Design spi_master, sky130hd; sources not shown.
Fig. 1: signal wires on met1
Scale: 4 px per um. Supply wires on this layer in grey.
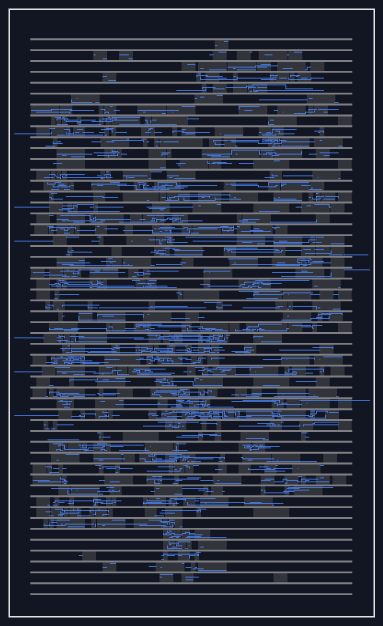
nets with wire on the layer: 450
wire length on this layer: 3740 um
longest straight run: 34.5 um
main direction: horizontal
share of all routed wire: 43%
DRT Wirelength: 8730 um
via count: 3165

Fig. 2: met2 routing
Scale: 4 px per um.
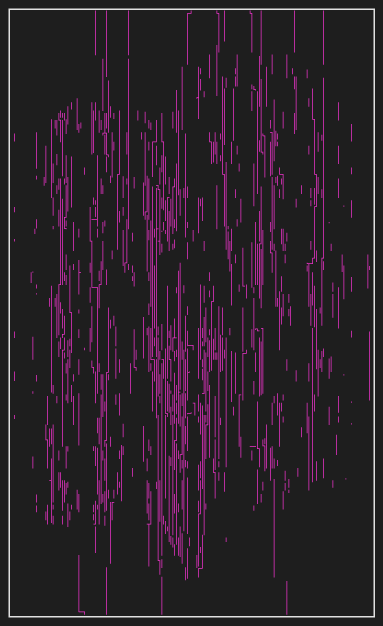
share of all routed wire: 51%
nets with wire on the layer: 412
longest straight run: 47.9 um
GR Util met2: 23.3%

Fig. 3: metal 3
Scale: 4 px per um.
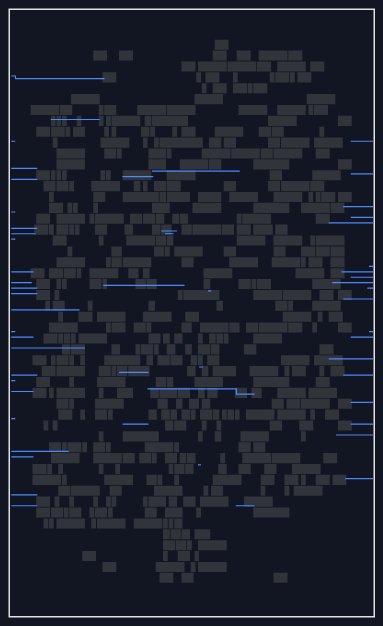
share of all routed wire: 4.4%
wire length on this layer: 387 um
longest straight run: 22.1 um
nets with wire on the layer: 48
main direction: horizontal
met3 Use GR: 2.87%

Fig. 4: routing congestion
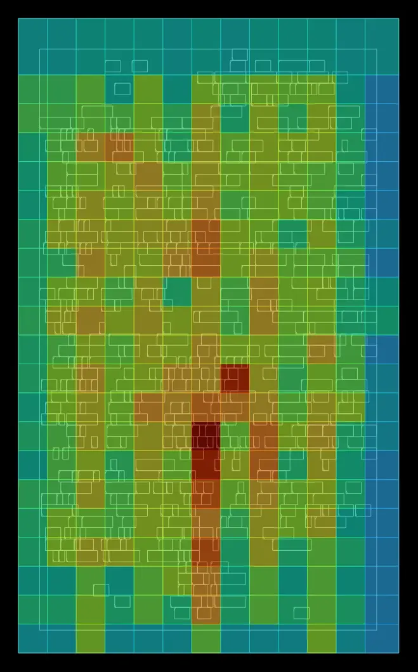
GR Layer Usage met1: 14.7%
busiest grt layer: met2

Fig. 5: clock network drawn from the DEF
Scale: 2 px per um.
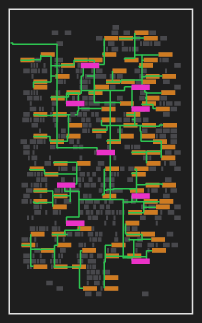
[clock wires] green | length: 1180 um
[cells driving clock nets] magenta | count: 9
[flip-flops] orange | count: 95
flops lie: spread over the die
routed clock nets: 10
clk pwr: 563 uW
Clk network pwr share: 34.8%
Clock Latency Late Sink: 0.34 ns

==> run_results.csv <==
group,metric,value,unit
power_and_ir_drop,max-vdd-ir-drop,0.210,mV
detailed_routing,drc,0,
die,coreArea,11200,um2
final_timing,fmax,273,MHz
worst_setup_path,path_buffers,1,
global_routing,grt_pass1_vias,3132,
final_layout,fin_area,4870,um2
final_layout,flop_area,1900,um2
final_layout,drive_above_1_share,6.34,%
worst_setup_path,critPathMaxStageDelay,0.86,ns
final_timing,period_used_share,57.7,%
logic_synthesis,syn_area,3890,um2
worst_setup_path,r2r_cells,6,
logic_synthesis,yosys_warnings,0,
power_and_ir_drop,switching_share,31.1,%
logic_synthesis,syn_inst,426,
worst_setup_path,cp_slowest_cell,"clkdlybuf4s50_1",
final_timing,final-max-slew-violation-count,0,
placement,port_buffers,56,
power_and_ir_drop,p_per_area,332,nW/um2
final_layout,final_layout_top_logic_cells,"95 x dfxtp_1, 64 x nor2_1, 58 x nand2_1, 56 x clkdlybuf4s50_1, 26 x mux2i_1",
die,die_area,13800,um2
logic_synthesis,ys_chip_area,3890,um2
worst_setup_path,crit_cells,1,
final_layout,logic_area,1850,um2
logic_synthesis,post_synth.cell_area_avg,9.13,um2
detailed_routing,drtIter0Drc,133,
power_and_ir_drop,p_seq_share,44.1,%
clock_tree,path_clk_slew,0.07,ns
detailed_routing,wl_met1,3740,um
detailed_routing,top_layer,"met4",
worst_setup_path,cp.required,4.34,ns
worst_setup_path,cp_max_fo,8,
logic_synthesis,synth-async-reset-ratio,0,%
final_layout,final_common_cell,"dfxtp_1",
final_timing,grt_setup_unrepaired,"no",
detailed_routing,postRouteAntennaNets,0,
clock_tree,cts_tree,"built",
power_and_ir_drop,p_total,1620,uW
min_path,hold_class,"reg -> reg",
worst_setup_path,critPathCaptureType,"output port",
final_layout,fillers,1102,
worst_setup_path,regToRegSetupSlack,3.43,ns
logic_synthesis,yosysSeqAreaShare,48.9,%
worst_setup_path,critPathKind,"reg -> out",
logic_synthesis,yosys_cells,426,
global_routing,grt.total_usage,13.1,%
min_path,holdPathStages,1,
global_routing,grt_max_degree,49,
die,io_pins,57,
logic_synthesis,flop_cell,"dfxtp_1",
placement,hpwl,5970,um
logic_synthesis,ys_seq_elements,95,
final_timing,min_period,3.66,ns
placement,dp_cells,589,
detailed_routing,route.met2.wl,4430,um
flow_run,openroad.warnings,29,
status,run_status,"completed",
die,die_w,90.8,um
die,fp_util,34.8,%
final_timing,final-hold-violation-count,0,
final_layout,final_cells,605,
detailed_routing,met3_length,387,um
flow_run,maxCapViolations,0,
final_layout,syn2layout_area_growth,25.3,%
logic_synthesis,synth_cell_types,48,
[cells in the mapped netlist, types with 5 or more instances]
library cell  number  area (um2)
nand3_1            8        40.0
a311oi_1          23         201
a22o_1            24         210
inv_1              9        33.8
nand4_1            5        31.3
nand2_1           58         218
clkbuf_1          25        93.8
mux2i_1           26         260
a21oi_1           10        50.1
dfxtp_1           95        1900
nor2_1            64         240
ha_1               5        62.6
and2_1             5        31.3
[logic make-up (layout without fill, tap and decap cells)]
group	Yosys count	after routing	share of synthesized area [%]
simple gates	171	171	20.1
flops	95	95	48.9
compound gates	82	82	17.1
buf+inv	40	87	3.99
mux	26	26	6.69
xor+xnor	7	7	1.58
fa+ha+maj	5	5	1.61
[worst register-to-register path, delay by kind of cell, from the launching register on]
family                 cells  cell delay [ns]
AND-OR/OR-AND              3             0.81
buffers and inverters      1             0.45
flip-flops                 1             0.72
AND/OR/NAND/NOR            2             0.73
[power groups by stage]
stage	sequential (uW)	combinational, uW	clock (uW)
global route	725	389	606
CTS	714	348	581
global placement	725	341	0
floorplan	718	259	0
detailed placement	727	347	0
finish	714	340	563
[cell type report]
type                    count  share of cell area, %
clock buffers              10                   4.90
clock inverters             6                   1.54
inverters                   9                  0.693
multi-input cells         291                   38.0
flip-flops and latches     95                   39.0
well taps                 132                   3.39
repair buffers             62                   12.4
[through the flow]
step / hold WS [ns] / setup WS [ns]
after detailed placement: 0.326 / 2.40
after CTS: 0.347 / 2.67
final: 0.346 / 2.68
after global placement: 0.324 / 2.26
after floorplan: 0.312 / 3.07
after global routing: 0.354 / 2.55
[metal layers]
layer / vias to the layer above / GRT usage, %
li1: 1600 / -
met1: 1492 / 14.7
met2: 61 / 23.3
met3: 12 / 2.87
met4: 0 / 6.24
met5: - / 0
Power figures rest on the tool's default switching activity, not on a simulated workload.
